**src/rtl/counter_seq_ctrl.sv**
```systemverilog
// Command sequencer for the 8-bit up/down counter: turns LOAD/COUNT commands
// into registered counter controls, tracks run length, overflow and illegal ops.
module counter_seq_ctrl #(
  parameter int DATA_W      = 8,
  parameter int LEN_W       = 8,
  parameter int STEP_W      = 1,
  parameter bit STOP_ON_OVF = 1'b1,
  localparam int ARG_W      = (DATA_W > LEN_W) ? DATA_W : LEN_W
) (
  input  logic              clk,
  input  logic              reset,
  input  logic              cmd_valid_i,
  output logic              cmd_ready_o,
  input  logic [1:0]        cmd_op_i,
  input  logic [ARG_W-1:0]  cmd_arg_i,
  input  logic [STEP_W-1:0] cmd_step_i,
  input  logic              abort_i,
  input  logic              cnt_ovf_i,
  output logic              cnt_load_o,
  output logic [DATA_W-1:0] cnt_data_o,
  output logic              cnt_enable_o,
  output logic              cnt_up_down_o,
  output logic [STEP_W-1:0] cnt_step_o,
  output logic              busy_o,
  output logic              done_o,
  output logic              ovf_flag_o,
  output logic              err_o
);

  typedef enum logic [1:0] {
    ST_IDLE = 2'd0,
    ST_LOAD = 2'd1,
    ST_RUN  = 2'd2,
    ST_DONE = 2'd3
  } state_t;

  localparam logic [1:0] OP_LOAD = 2'b00;
  localparam logic [1:0] OP_UP   = 2'b01;
  localparam logic [1:0] OP_DOWN = 2'b10;

  state_t              state_q, state_d;
  logic [DATA_W-1:0]   data_q, data_d;
  logic [LEN_W-1:0]    rem_q, rem_d;
  logic                up_q, up_d;
  logic [STEP_W-1:0]   step_q, step_d;
  logic                ovf_q, ovf_d;
  logic                err_q, err_d;

  always_ff @(posedge clk or posedge reset) begin
    if (reset) begin
      state_q <= ST_IDLE;
      data_q  <= '0;
      rem_q   <= '0;
      up_q    <= 1'b0;
      step_q  <= '0;
      ovf_q   <= 1'b0;
      err_q   <= 1'b0;
    end else begin
      state_q <= state_d;
      data_q  <= data_d;
      rem_q   <= rem_d;
      up_q    <= up_d;
      step_q  <= step_d;
      ovf_q   <= ovf_d;
      err_q   <= err_d;
    end
  end

  always_comb begin
    state_d = state_q;
    data_d  = data_q;
    rem_d   = rem_q;
    up_d    = up_q;
    step_d  = step_q;
    ovf_d   = ovf_q;
    err_d   = err_q;
    case (state_q)
      ST_IDLE: begin
        if (cmd_valid_i) begin
          ovf_d = 1'b0;
          err_d = 1'b0;
          case (cmd_op_i)
            OP_LOAD: begin
              data_d  = cmd_arg_i[DATA_W-1:0];
              up_d    = 1'b0;
              step_d  = '0;
              state_d = ST_LOAD;
            end
            OP_UP, OP_DOWN: begin
              rem_d   = cmd_arg_i[LEN_W-1:0];
              up_d    = (cmd_op_i == OP_UP);
              step_d  = cmd_step_i;
              state_d = (cmd_arg_i[LEN_W-1:0] == '0) ? ST_DONE : ST_RUN;
            end
            default: begin
              err_d   = 1'b1;
              up_d    = 1'b0;
              step_d  = '0;
              state_d = ST_DONE;
            end
          endcase
        end
      end
      ST_LOAD: state_d = ST_DONE;
      ST_RUN: begin
        rem_d = rem_q - LEN_W'(1);
        if (cnt_ovf_i) ovf_d = 1'b1;
        // Abort and overflow may coincide; the flag above still takes effect.
        if ((rem_q == LEN_W'(1)) || abort_i || (STOP_ON_OVF && cnt_ovf_i))
          state_d = ST_DONE;
      end
      ST_DONE: state_d = ST_IDLE;
      default: state_d = ST_IDLE;
    endcase
  end

  assign cmd_ready_o   = (state_q == ST_IDLE);
  assign busy_o        = (state_q != ST_IDLE);
  assign done_o        = (state_q == ST_DONE);
  assign cnt_load_o    = (state_q == ST_LOAD);
  assign cnt_enable_o  = (state_q == ST_RUN);
  assign cnt_data_o    = data_q;
  // Direction/step persist through DONE and drop back to zero in IDLE.
  assign cnt_up_down_o = (state_q != ST_IDLE) & up_q;
  assign cnt_step_o    = (state_q != ST_IDLE) ? step_q : '0;
  assign ovf_flag_o    = ovf_q;
  assign err_o         = err_q;

endmodule

```
**config.mk**
```make
export PLATFORM = sky130hd
export DESIGN_NAME = counter_seq_ctrl
export DESIGN_NICKNAME = d
export VERILOG_FILES = /design/src/rtl/counter_seq_ctrl.sv
export SDC_FILE = /design/constraint.sdc
export NUM_CORES = 1
export LEC_CHECK = 0
export CORE_ASPECT_RATIO = 2
export CORE_UTILIZATION = 46
export DETAILED_ROUTE_END_ITERATION = 8
export GPL_TIMING_DRIVEN = 0
export HOLD_SLACK_MARGIN = 0.08
export PLACE_DENSITY_LB_ADDON = 0.05
export SYNTH_ARGS = -nofsm -noshare
export SYNTH_HDL_FRONTEND = slang
export SYNTH_SLANG_ARGS = --single-unit
export TNS_END_PERCENT = 10
```
**constraint.sdc**
```tcl
create_clock -name clk -period 2.5 [get_ports clk]
set_input_delay 0.25 -clock clk [delete_from_list [all_inputs] [get_ports clk]]
set_output_delay 0.25 -clock clk [all_outputs]
set_load 0.05 [all_outputs]
```
run_1/pdn.png
Pins as bars on the die edge.
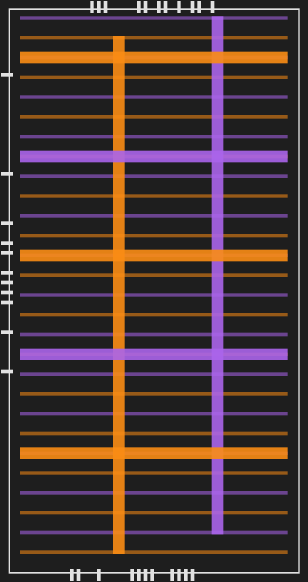
colour	net
orange	VSS
purple	VDD
rows	27
met5 straps	5
met1 rails	28
signal pins	33
met4 straps	2
Max IR drop VDD: 0.806 mV
width of the die: 39.6 um
Die Span Y: 77.3 um
Core Footprint: 2700 um2

run_1/registers.png
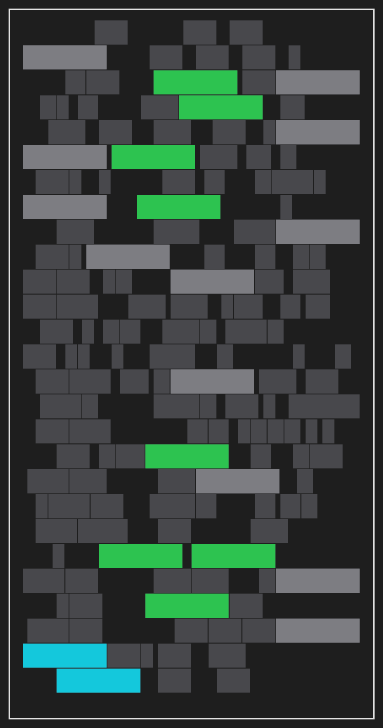
colour	signal	placed flops
green	cnt_data_o	8
cyan	state_q	2
not coloured	12
sequential cell area share: 32.1%
sequential standard cell area: 551 um2
sequential power: 692 uW
Finished Core Util: 63.4%

==> flow_summary.toml, run 1 <==
# flow metrics
[drt]
drt-pass1-iter-count = 3
drt_iter0_markers = 11
drcViolationCount = 0

[clock_network]
cts_tree = "done"
root_buffer = "clkbuf_8"

[global_routing]
antenna_found_initial = 0
grt_max_degree = 23
grt_pass1_wl_mm = 4.88

[power]
power_density_nw_per_um2 = 1430
netSwitchingFraction_pct = 48.3
leakage_uw = 0.000760
seqPwrFrac_pct = 28.3

[layout]
syn2layout_area_growth_pct = 31.6

[logic_synthesis]
common_cells = "dfrtp_1, ha_1, mux2_2, inv_1, nand2_1"
postSynthCellCount = 122

[timing]
setup_viol = 0
timing.setup.tns_ns = 0
fin_skew_ns = 0.00498

[die]
ioPinCount = 33
rows = 27

[setup_path]
slowest_stage = "clkdlybuf4s50_1"
crit_arrival_ns = 2.01

[run_status]
status = "finished clean"

[run]
warnings = 34
run_1/met1.png
Supply wires on this layer in grey.
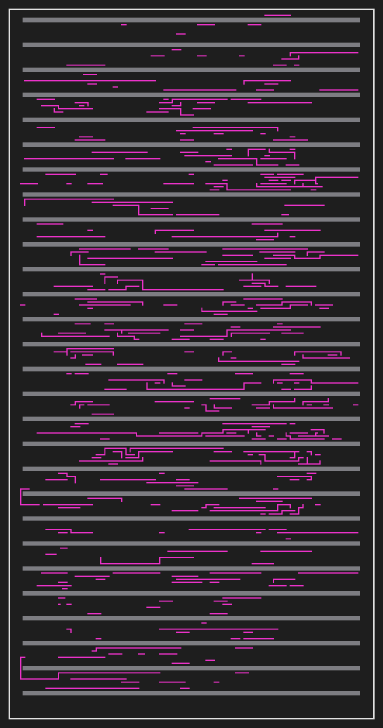
share of all routed wire	37%
wire length on this layer	1070 um
vias after detailed routing: 1023
grt met1 use: 22.7%
Detailed Route WL: 2.91 mm

[run 1: logic make-up (layout without fill, tap and decap cells)]
kind of cell | count (synthesis) | after routing | synth area share (%)
AND-OR/OR-AND | 32 | 32 | 15.5
adder cells (fa/ha/maj) | 11 | 11 | 10.6
buffers and inverters | 13 | 49 | 5.47
flip-flops | 22 | 22 | 42.3
multiplexers | 16 | 16 | 13.6
AND/OR/NAND/NOR | 28 | 28 | 12.6
[run 1: registers in the layout (all words and copies together), names as in the netlist]
name,flops
state_q,2
ovf_flag_o,1
err_o,1
up_q,1
cnt_data_o,8
rem_q,8
step_q,1
[run 1: metal layers]
layer,share of wire [%],global-route usage [%]
met4,1.0,7.24
met3,1.8,2.02
met5,0,0
met1,37,22.7
met2,60,41.6
[run 1: power groups by stage]
stage          Clock, uW  Combinational [uW]  Sequential [uW]
2_1_floorplan          0                 832              935
4_1_cts              258                1520              697
6_report             252                1510              692
5_1_grt              272                1620              716
3_3_place_gp           0                1490              689
3_5_place_dp           0                1520              700
[run 1: path summary, 6_finish.rpt]
path                         endpoint  slack, ns  cells after the start
hold reg to reg                step_q       0.49                      2
min in group clk               step_q       0.49                      2
setup reg to reg             rem_q[3]       0.65                      9
hold / removal             state_q[0]       0.46                      2
max in group asynchronous    rem_q[6]       1.52                      2
setup / recovery           cnt_step_o       0.24                      5
[run 1: area by class of cell]
class / instances / area (um2)
plain buffers: 4 / 37.5
inverters: 9 / 33.8
multi-input cells: 87 / 681
fillers: 243 / 988
repair buffers: 32 / 320
flip-flops and latches: 22 / 551
clock buffers: 4 / 55.1
well taps: 29 / 36.3
[run 1: critical path, delay by kind of cell (launching register included)]
| kind | cells | cell delay (ns) |
|---|---|---|
| adder cells (fa/ha/maj) | 1 | 0.21 |
| buffers and inverters | 3 | 1.04 |
| flip-flops | 1 | 0.41 |
| AND/OR/NAND/NOR | 1 | 0.10 |
[run 1: cells in the final DEF (no fill, tap or decap)]
cell type / instances
nor2b_1: 3
nor4_1: 2
nor4_4: 1
inv_1: 9
nor3_1: 3
clkbuf_1: 1
a21o_2: 1
o22ai_1: 5
nand3_1: 1
o2111ai_1: 1
dfrtp_1: 22
nand2_1: 9
clkdlybuf4s50_1: 32
o21ai_0: 7
and3_4: 1
mux2i_1: 5
ha_1: 11
mux2_2: 10
o211ai_1: 3
nor2_1: 4
a21oi_1: 8
a41oi_1: 1
o221a_1: 1
clkbuf_8: 4
nand2b_1: 2
or2_1: 1
and4bb_1: 1
mux2_4: 1
o21ai_1: 3
o2111a_1: 1
o21a_2: 1
buf_6: 3
[run 1: per-stage QoR]
step | setup slack (ns) | instances | total power [uW] | hold slack (ns) | instance area (um2)
floorplan | 0.489 | 122 | 1770 | 0.239 | 1300
global placement | 0.334 | 183 | 2180 | 0.464 | 1660
detailed placement | 0.281 | 183 | 2220 | 0.473 | 1660
CTS | 0.214 | 187 | 2480 | 0.483 | 1710
global route | 0.109 | 187 | 2610 | 0.526 | 1710
finish | 0.239 | 187 | 2450 | 0.456 | 1710
run_1/final_clocks.png
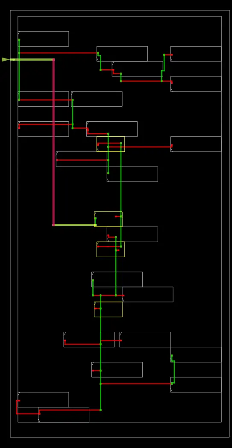

## Run 2: what changed since run 1
- CORE_MARGIN: not set -> 3
run_2/final_clocks.png
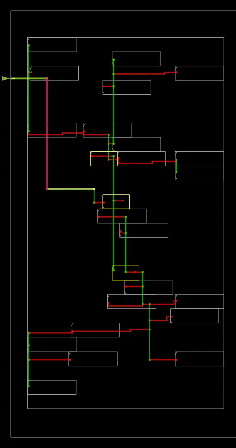
Num CTS Buffers: 3
Sink Count: 22
setup clock skew after layout: 0.00529 ns
flip-flops: 22
clk pwr: 212 uW

==> run 2 against run 1 <==
Effect of this change: sequential power rose by 0.6%; synthesized cell count did not move; first-iteration DRC count grew 18%; routed wire length is 0.79% lower; largest power group unchanged; count of clock-buffer cells in the layout shrank 1; critical path depth did not move.
==> flow_summary.toml, run 2 <==
# flow metrics
[run_status]
status = "finished clean"

[logic_synthesis]
common_cells = "dfrtp_1, ha_1, mux2_2, inv_1, nand2_1"
postSynthCellCount = 122

[power]
leakage_uw = 0.000753
power_density_nw_per_um2 = 1420

[layout]
lay_top_count = "clkdlybuf4s50_1"
final_util_pct = 64.5
syn2layout_area_growth_pct = 30.5
layout.cells.most_common_list = "clkdlybuf4s50_1, dfrtp_1, ha_1, mux2_2"
design_area_um2 = 1700

[drt]
wl_met3_um = 49
drcViolationCount = 0
dr_wl_met2_mm = 1.71
top_layer_used = "met4"
drt-pass1-iter-count = 4
drt_iter0_markers = 13
routed_wl_mm = 2.88
wl_met1_mm = 1.09

[global_routing]
antenna_found_initial = 0
grt_max_degree = 23
grt_pass1_wl_mm = 4.97

[die]
ioPinCount = 33
rows = 26

[setup_path]
r2r_end = "rem_q[2]"
reg2regPathDepth = 9
crit_arrival_ns = 2.02

[timing]
setup_viol = 0
timing.final.ws_setup_ns = 0.227

[placed_design]
dpl_cell_area_um2 = 1660
pre_cts_ws_ns = 0.297

[clock_network]
cts_tree = "done"

[run]
warnings = 34
run_2/pdn.png
Pins as bars on the die edge.
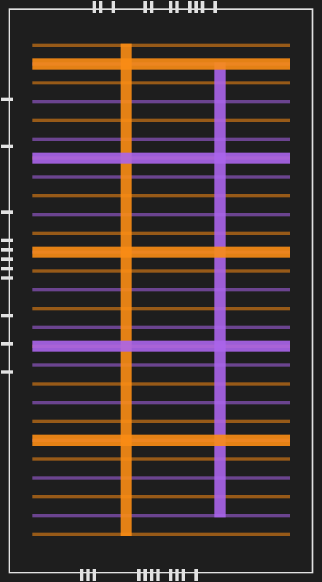
colour	net
orange	VSS
purple	VDD
signal pins	33
rows	26
met5 straps	5
met1 rails	27
met4 straps	2
Core Footprint: 2640 um2
Die Span Y: 81.3 um
Max IR drop VDD: 0.939 mV
width of the die: 43.6 um

-- run 2: layout make-up --
| type | count | area, um2 |
|---|---|---|
| plain buffers | 4 | 37.5 |
| clock buffers | 3 | 41.3 |
| fillers | 232 | 936 |
| inverters | 9 | 33.8 |
| multi-input cells | 87 | 681 |
| flip-flops and latches | 22 | 551 |
| well taps | 28 | 35.0 |
| repair buffers | 32 | 320 |
-- run 2: worst max path at each step --
stage                      startpoint       endpoint  slack [ns]
after floorplan            state_q[0]       rem_q[5]        0.49
after global placement    cmd_op_i[0]       rem_q[5]        0.33
after detailed placement  cmd_op_i[0]       rem_q[2]        0.30
after CTS                  state_q[0]  cnt_up_down_o        0.21
after global routing       state_q[1]  cnt_up_down_o        0.11
final                      state_q[1]  cnt_up_down_o        0.23
-- run 2: cell families (layout without fill, tap and decap cells) --
logic type | after synthesis | in the layout | synth area share [%]
flops | 22 | 22 | 42.3
compound gates | 32 | 32 | 15.5
buf+inv | 13 | 48 | 5.47
fa+ha+maj | 11 | 11 | 10.6
mux | 16 | 16 | 13.6
simple gates | 28 | 28 | 12.6
-- run 2: worst max-delay path: stages, from the launching register on --
cell             delay, ns
dfrtp_1               0.40
inv_1                 0.10
ha_1                  0.21
buf_6                 0.14
nor2b_1               0.10
clkdlybuf4s50_1       0.81
-- run 2: where the power goes --
part | switching [uW] | internal [uW] | leakage [uW] | total (uW)
clock network | 105 | 107 | 0.0000216 | 212
registers | 165 | 531 | 0.000261 | 696
logic | 907 | 599 | 0.000471 | 1510
total | 1180 | 1240 | 0.000753 | 2410
-- run 2: layer usage --
layer	GRT usage, %	vias to the layer above
met2	33.0	15
met1	20.2	513
li1	-	505
met3	2.22	4
met5	0	-
met4	6.95	0
-- run 2: through the flow --
step,power [uW],instances
CTS,2440,185
finish,2410,185
global route,2580,185
global placement,2180,182
detailed placement,2220,182
floorplan,1770,122
No activity file was given, so power comes from the tool's default toggle rates.
